## src/rtl/mem_pkg.sv

```systemverilog
// Shared memory-side definitions: funct3 access sizes and the store-buffer entry layout.
package mem_pkg;

   localparam int MEM_AW = 12;
   localparam int MEM_DW = 32;

   localparam logic [2:0] SZ_B  = 3'b000;
   localparam logic [2:0] SZ_H  = 3'b001;
   localparam logic [2:0] SZ_W  = 3'b010;
   localparam logic [2:0] SZ_BU = 3'b100;
   localparam logic [2:0] SZ_HU = 3'b101;

   typedef struct packed {
      logic [MEM_AW-1:0] addr;
      logic [MEM_DW-1:0] data;
      logic [2:0]        size;
      logic              valid;
   } sb_entry_t;

   // Word-granular compare: any byte of the same 32-bit word counts as a match.
   function automatic logic same_word(input logic [MEM_AW-1:0] a, input logic [MEM_AW-1:0] b);
      return a[MEM_AW-1:2] == b[MEM_AW-1:2];
   endfunction

endpackage

```

## src/rtl/store_buffer_if.sv

```systemverilog
// Core-side store/load handshake plus memory-port signals of the store buffer.
// Optional forwarding outputs exist only when SB_FWD_EN is defined.
interface store_buffer_if #(
   parameter int AW = mem_pkg::MEM_AW,
   parameter int DW = mem_pkg::MEM_DW
);
   logic          st_valid;
   logic [AW-1:0] st_addr;
   logic [DW-1:0] st_data;
   logic [2:0]    st_size;
   logic          st_ready;
   logic          ld_req;
   logic [AW-1:0] ld_addr;
   logic [2:0]    ld_size;
   logic          ld_stall;
   logic          sb_empty;
   logic          mem_read;
   logic          mem_write;
   logic [AW-1:0] mem_addr;
   logic [DW-1:0] mem_wdata;
   logic [2:0]    mem_size;
`ifdef SB_FWD_EN
   logic          fwd_valid;
   logic [DW-1:0] fwd_data;
`endif

   modport slave (
      input  st_valid, st_addr, st_data, st_size, ld_req, ld_addr, ld_size,
`ifdef SB_FWD_EN
      output fwd_valid, fwd_data,
`endif
      output st_ready, ld_stall, sb_empty, mem_read, mem_write, mem_addr, mem_wdata, mem_size
   );

   modport master (
      output st_valid, st_addr, st_data, st_size, ld_req, ld_addr, ld_size,
`ifdef SB_FWD_EN
      input  fwd_valid, fwd_data,
`endif
      input  st_ready, ld_stall, sb_empty, mem_read, mem_write, mem_addr, mem_wdata, mem_size
   );

endinterface

```

## src/rtl/sb_fifo.sv

```systemverilog
// Store-buffer storage: circular entry array with pointers and occupancy count.
// Entries are also presented in age order (index 0 = head) for the load-hit scan.
module sb_fifo import mem_pkg::*; #(
   parameter int DEPTH = 4,
   parameter int CW    = $clog2(DEPTH) + 1
) (
   input  logic                    clk,
   input  logic                    rst,
   input  logic                    push,
   input  logic                    pop,
   input  sb_entry_t               wr_entry,
   output sb_entry_t [DEPTH-1:0]   by_age,
   output logic [CW-1:0]           count,
   output logic                    full,
   output logic                    empty
);
   localparam int PW = $clog2(DEPTH);

   sb_entry_t [DEPTH-1:0] slots;
   logic [PW-1:0]         wr_ptr;
   logic [PW-1:0]         rd_ptr;

   // NOTE: sequential state uses non-blocking assignments so every register samples pre-edge values.
   always_ff @(posedge clk or posedge rst) begin
      if (rst) begin
         // NOTE: the entry array is reset because the hit scan reads every valid bit; stale entries would stall loads.
         slots  <= '0;
         wr_ptr <= '0;
         rd_ptr <= '0;
         count  <= '0;
      end else begin
         if (pop) begin
            slots[rd_ptr].valid <= 1'b0;
            rd_ptr              <= rd_ptr + 1'b1;
         end
         if (push) begin
            slots[wr_ptr] <= wr_entry;
            wr_ptr        <= wr_ptr + 1'b1;
         end
         count <= count + CW'(push) - CW'(pop);
      end
   end

   always_comb begin
      for (int i = 0; i < DEPTH; i++) begin
         by_age[i] = slots[rd_ptr + PW'(i)];
      end
   end

   assign full  = (count == CW'(DEPTH));
   assign empty = (count == '0);

endmodule

```

## src/rtl/store_buffer.sv

```systemverilog
// Posted-write store buffer: queues stores, drains them when the memory port is free,
// and stalls loads that hit a queued word. Define SB_FWD_EN to forward a queued SW to an LW.
module store_buffer import mem_pkg::*; #(
   parameter int DEPTH = 4
) (
   input logic           clk,
   input logic           rst,
   store_buffer_if.slave bus
);
   localparam int CW = $clog2(DEPTH) + 1;

   sb_entry_t [DEPTH-1:0] queue;
   sb_entry_t             wr_entry;
   logic [CW-1:0]         count;
   logic                  full;
   logic                  empty;
   logic                  push;
   logic                  drain;
   logic                  hit_any;
   logic                  hit;
   logic                  port_free;

   assign push     = bus.st_valid && !full;
   assign wr_entry = '{addr: bus.st_addr, data: bus.st_data, size: bus.st_size, valid: 1'b1};

   sb_fifo #(.DEPTH(DEPTH), .CW(CW)) u_fifo (
      .clk      (clk),
      .rst      (rst),
      .push     (push),
      .pop      (drain),
      .wr_entry (wr_entry),
      .by_age   (queue),
      .count    (count),
      .full     (full),
      .empty    (empty)
   );

`ifdef SB_FWD_EN
   sb_entry_t youngest;
   logic      fwd_ok;
`endif

   // NOTE: every always_comb output gets a default first so no path leaves it unassigned (no latch).
   always_comb begin
      hit_any = 1'b0;
`ifdef SB_FWD_EN
      youngest = '0;
`endif
      // Scan oldest to youngest so the last match wins as the youngest hitting entry.
      for (int i = 0; i < DEPTH; i++) begin
         if (queue[i].valid && same_word(queue[i].addr, bus.ld_addr)) begin
            hit_any = 1'b1;
`ifdef SB_FWD_EN
            youngest = queue[i];
`endif
         end
      end
   end

   assign hit = bus.ld_req && hit_any;

`ifdef SB_FWD_EN
   assign fwd_ok        = hit && (youngest.size == SZ_W) && (bus.ld_size == SZ_W);
   assign bus.fwd_valid = fwd_ok;
   assign bus.fwd_data  = fwd_ok ? youngest.data : '0;
   assign bus.ld_stall  = hit && !fwd_ok;
   // A forwarded load never needs memory, so the queue keeps draining under it.
   assign port_free     = !bus.ld_req || bus.ld_stall || fwd_ok;
`else
   assign bus.ld_stall  = hit;
   assign port_free     = !bus.ld_req || bus.ld_stall;
`endif

   assign drain = !empty && port_free;

   always_comb begin
      bus.mem_read  = 1'b0;
      bus.mem_write = 1'b0;
      bus.mem_addr  = '0;
      bus.mem_wdata = '0;
      bus.mem_size  = '0;
      if (drain) begin
         bus.mem_write = 1'b1;
         bus.mem_addr  = queue[0].addr;
         bus.mem_wdata = queue[0].data;
         bus.mem_size  = queue[0].size;
      end else if (bus.ld_req) begin
         bus.mem_read = 1'b1;
         bus.mem_addr = bus.ld_addr;
         bus.mem_size = bus.ld_size;
      end
   end

   assign bus.st_ready = !full;
   assign bus.sb_empty = empty;

endmodule
```

## src/flat_wrapper.sv

```systemverilog
// flat-port wrapper written by rule: the top's interface ports become plain ports
module store_buffer_flat import mem_pkg::*;
#(
   parameter int DEPTH = 4
)
  (clk, rst, bus_st_valid, bus_st_addr, bus_st_data, bus_st_size, bus_ld_req, bus_ld_addr, bus_ld_size, bus_st_ready, bus_ld_stall, bus_sb_empty, bus_mem_read, bus_mem_write, bus_mem_addr, bus_mem_wdata, bus_mem_size);
  store_buffer_if bus_i ();
  input logic clk;
  input logic rst;
  input wire logic [$bits(bus_i.st_valid)-1:0] bus_st_valid;
  input wire logic [$bits(bus_i.st_addr)-1:0] bus_st_addr;
  input wire logic [$bits(bus_i.st_data)-1:0] bus_st_data;
  input wire logic [$bits(bus_i.st_size)-1:0] bus_st_size;
  input wire logic [$bits(bus_i.ld_req)-1:0] bus_ld_req;
  input wire logic [$bits(bus_i.ld_addr)-1:0] bus_ld_addr;
  input wire logic [$bits(bus_i.ld_size)-1:0] bus_ld_size;
  output wire logic [$bits(bus_i.st_ready)-1:0] bus_st_ready;
  output wire logic [$bits(bus_i.ld_stall)-1:0] bus_ld_stall;
  output wire logic [$bits(bus_i.sb_empty)-1:0] bus_sb_empty;
  output wire logic [$bits(bus_i.mem_read)-1:0] bus_mem_read;
  output wire logic [$bits(bus_i.mem_write)-1:0] bus_mem_write;
  output wire logic [$bits(bus_i.mem_addr)-1:0] bus_mem_addr;
  output wire logic [$bits(bus_i.mem_wdata)-1:0] bus_mem_wdata;
  output wire logic [$bits(bus_i.mem_size)-1:0] bus_mem_size;
  assign bus_i.st_valid = bus_st_valid;
  assign bus_i.st_addr = bus_st_addr;
  assign bus_i.st_data = bus_st_data;
  assign bus_i.st_size = bus_st_size;
  assign bus_i.ld_req = bus_ld_req;
  assign bus_i.ld_addr = bus_ld_addr;
  assign bus_i.ld_size = bus_ld_size;
  assign bus_st_ready = bus_i.st_ready;
  assign bus_ld_stall = bus_i.ld_stall;
  assign bus_sb_empty = bus_i.sb_empty;
  assign bus_mem_read = bus_i.mem_read;
  assign bus_mem_write = bus_i.mem_write;
  assign bus_mem_addr = bus_i.mem_addr;
  assign bus_mem_wdata = bus_i.mem_wdata;
  assign bus_mem_size = bus_i.mem_size;
  store_buffer #(.DEPTH(DEPTH)) u_core (.clk(clk), .rst(rst), .bus(bus_i));
endmodule
```

## config.mk

```make
export PLATFORM = sky130hd
export DESIGN_NAME = store_buffer_flat
export DESIGN_NICKNAME = d
export VERILOG_FILES = /design/src/rtl/mem_pkg.sv /design/src/rtl/store_buffer_if.sv /design/src/rtl/sb_fifo.sv /design/src/rtl/store_buffer.sv /design/src/flat_wrapper.sv
export SDC_FILE = /design/constraint.sdc
export NUM_CORES = 1
export LEC_CHECK = 0
export CAP_MARGIN = 20
export CORE_UTILIZATION = 45
export CTS_BUF_LIST = sky130_fd_sc_hd__clkbuf_2 sky130_fd_sc_hd__clkbuf_4 sky130_fd_sc_hd__clkbuf_8
export DETAILED_ROUTE_END_ITERATION = 7
export GPL_TIMING_DRIVEN = 1
export HOLD_SLACK_MARGIN = 0.02
export PLACE_DENSITY = 0.67
export SLEW_MARGIN = 30
export SYNTH_ARGS = -nofsm -noshare
export SYNTH_HDL_FRONTEND = slang
export SYNTH_HIERARCHICAL = 1
export SYNTH_SLANG_ARGS = --single-unit
export TNS_END_PERCENT = 20
```

## constraint.sdc

```tcl
create_clock -name clk -period 8.45 [get_ports clk]
set_input_delay 2.535 -clock clk [delete_from_list [all_inputs] [get_ports clk]]
set_output_delay 2.535 -clock clk [all_outputs]
set_load 0.01 [all_outputs]
```

==> run summary, run 1 <==
Status - finished, final reports clean
Fill cell count - 1939
Crit path buffers/inverters - 3
Crit start category - input port
F_max - 125 MHz
Max-slew violation count - 0
Final Cycle Share - 94.6%
Pre-CTS setup slack - 0.506 ns
Post-CTS Setup Inserts - 0
Hold worst-path end - u_core/u_fifo/slots[114]
ANT nets after route - 0
Total track usage - 20.2%
Worst vdd ir - 0.185 mV
WL/cell - 20.8 µm
Kind of end point of the critical path - primary output
Crit path max-delay cell type - clkdlybuf4s50_1
Highest-power group - combinational cells
Critical Path Max Stage Delay - 0.54 ns
CTS sink cnt - 199
Vias per Instance - 5.61
Critical path class - in -> out
P_comb - 2640 µW
Met1 wire length - 9.70 mm
I/O Buffers - 117
Maxcap violations - 0
Final hold viol count - 0
N_diodes - 0
Slew headroom - 35.7%
Synth Warn # - 6
Commonest non-fill, non-tap cells in the layout - dfrtp_1 (197), mux2_2 (192), clkdlybuf4s50_1 (117), mux4_2 (81), and2_1 (33)
Logic area - 0.00512 mm²
Crit-path max FO - 28
DR iter-0 viols - 319
Final cell count without fillers - 1107
Metal3 WL - 1.14 mm
CP top delay family - buffers and inverters
Hold_buf cts - 0
Die area - 0.0244 mm²
Cells after Synth - 695
Vias in the first global route - 6822
Routed wire length - 23.0 mm
Uppermost layer routed - met5
[run 1: metal layers]
metal	vias to the layer above	GRT usage [%]
met5	-	0
met4	2	5.70
met3	21	4.42
met2	144	34.3
met1	3304	25.9
li1	2739	-
[run 1: sequential cells by signal, indices dropped and copies added (netlist names)]
| signal | flops |
|---|---|
| u_core/u_fifo/slots | 192 |
| u_core/u_fifo/count | 3 |
| u_core/u_fifo/rd_ptr | 2 |
| u_core/u_fifo/wr_ptr | 2 |
[run 1: layout make-up]
| type | count | share of cell area, % |
|---|---|---|
| Inverter | 12 | 0.468 |
| Timing Repair Buffer | 131 | 10.6 |
| Sequential cell | 199 | 40.5 |
| Clock inverter | 15 | 1.66 |
| Clock buffer | 17 | 1.90 |
| Multi-Input combinational cell | 414 | 41.6 |
| Tap cell | 319 | 3.25 |
run_1/m2.png
Drawn at 2 px/µm.
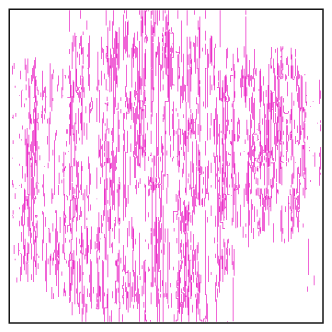
The layer holds 52% of the routed length. The longest straight run is 59.7 µm.

run_1/clock_nets.png
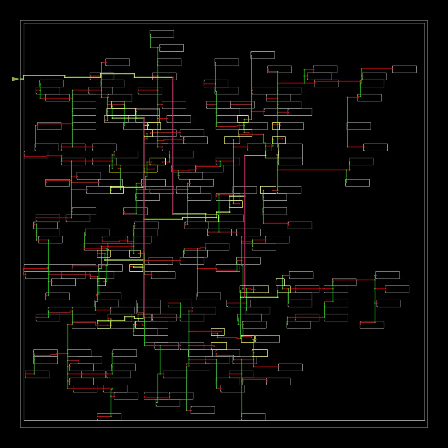
Latency at later pin: 0.47 ns
# clk buffers: 17
clk_skew: 0.0118 ns

run_1/m3.png
Drawn at 2 px/µm.
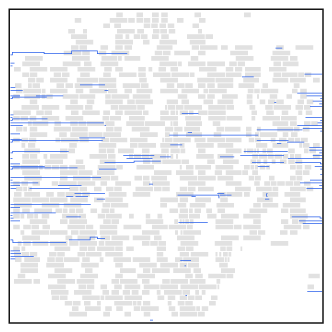
The layer holds 4.9% of the routed length. 92 nets have wire on it. The longest straight run is 46.2 µm. The layer carries 1140 µm of wire.

run_1/floorplan.png
Drawn at 2 px/µm. Pins as bars on the die edge. Tap cells in grey.
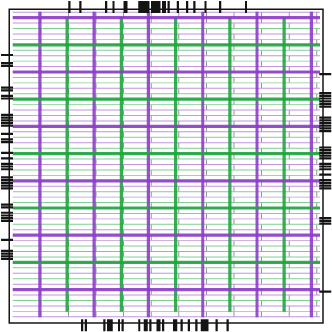

==> run 1 -> run 2 <==
Settings changed: CELL_PAD_IN_SITES_DETAIL_PLACEMENT set to 0, CELL_PAD_IN_SITES_GLOBAL_PLACEMENT set to 1, PLACE_DENSITY 0.67 to 0.76.
run_2/floorplan.png
Drawn at 2 px/µm. Pins as bars on the die edge. Tap cells in grey.
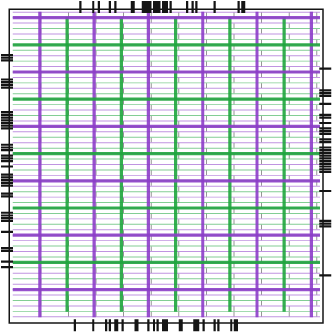
Key: green = VDD; purple = VSS
11 straps on met5. 57 met1 rails follow the rows. 11 straps on met4. The core has 56 rows. 118 signal pins sit on the boundary.
CORE AREA: 0.0234 mm²
Die Wd: 156 µm
worst vdd ir: 0.224 mV
die height: 156 µm

run_2/m3.png
Drawn at 2 px/µm.
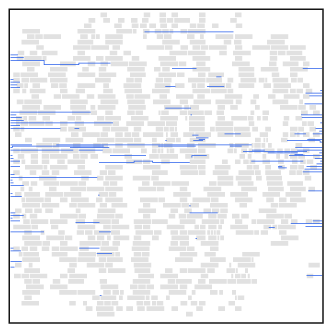
routed wire length: 23.4 mm
met3 usage: 3.81%
vias: 6180

==> run summary, run 2 <==
Final cell count without fillers - 1105 (-0.18%)
Latency at later pin - 0.48 ns (about the same)
Total track usage - 20.6% (+0.41 points)
I/O Buffers - 117 (unchanged)
Max reg flops - 192 (unchanged)
Highest-power group - combinational cells
DR iter-0 viols - 307 (-3.8%)
Vias per Instance - 5.59 (-0.30%)
Critical path class - in -> out
Synth Warn # - 6 (unchanged)
Status - finished, final reports clean
GR peak layer - met2
Maxcap violations - 0 (unchanged)
Post-CTS Setup Inserts - 0 (unchanged)
Met2 Use GR - 35.7% (+1.3 points)
Crit-path max FO - 47 (+68%)
Crit start category - input port
Vias in the first global route - 6842 (+0.29%)
Hold_buf cts - 0 (unchanged)
Critical Path Max Stage Delay - 0.56 ns (+0.02 ns)
Crit path max-delay cell type - clkdlybuf4s50_1
Uppermost layer routed - met4
Slew headroom - 35.9% (+0.24 points)
CP top delay family - buffers and inverters
N_diodes - 0 (unchanged)
P_comb - 2640 µW (about the same)
Metal3 WL - 1.09 mm (-3.9%)
Most flop-heavy register - u_core/u_fifo/slots
GR Util met1 - 26.8% (+0.87 points)
Final hold viol count - 0 (unchanged)
Crit path buffers/inverters - 3 (unchanged)
Initial antenna violation count - 0
WL/cell - 21.2 µm (+1.7%)
Final Cycle Share - 93.2% (-1.4 points)
run_2/clock_nets.png
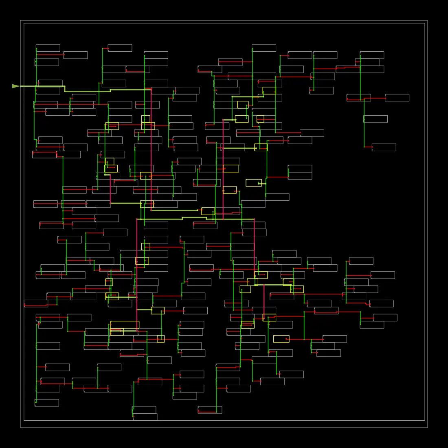
P_clk: 627 µW
clk_skew: 0.0226 ns
CTS Buf Count: 17
CTS sink cnt: 199
sequential cells: 199

-- run 2: cell count changes in the layout (fill, tap and decap cells not counted) --
cell        previous run  this run
inv_12                 1         0
inv_8                  3         5
buf_4                 12        11
inv_6                  3         2
clkinvlp_4             1         3
clkinv_8               6         4
buf_12                 2         1
-- run 2: layout make-up --
| type | instances | area, µm² | share of cell area, % |
|---|---|---|---|
| multi-input cells | 414 | 5120 | 41.8 |
| flip-flops and latches | 199 | 4980 | 40.7 |
| repair buffers | 129 | 1270 | 10.4 |
| well taps | 319 | 399 | 3.26 |
| clock buffers | 17 | 234 | 1.91 |
| clock inverters | 15 | 184 | 1.50 |
| inverters | 12 | 57.6 | 0.470 |
Power figures rest on the tool's default switching activity, not on a simulated workload.
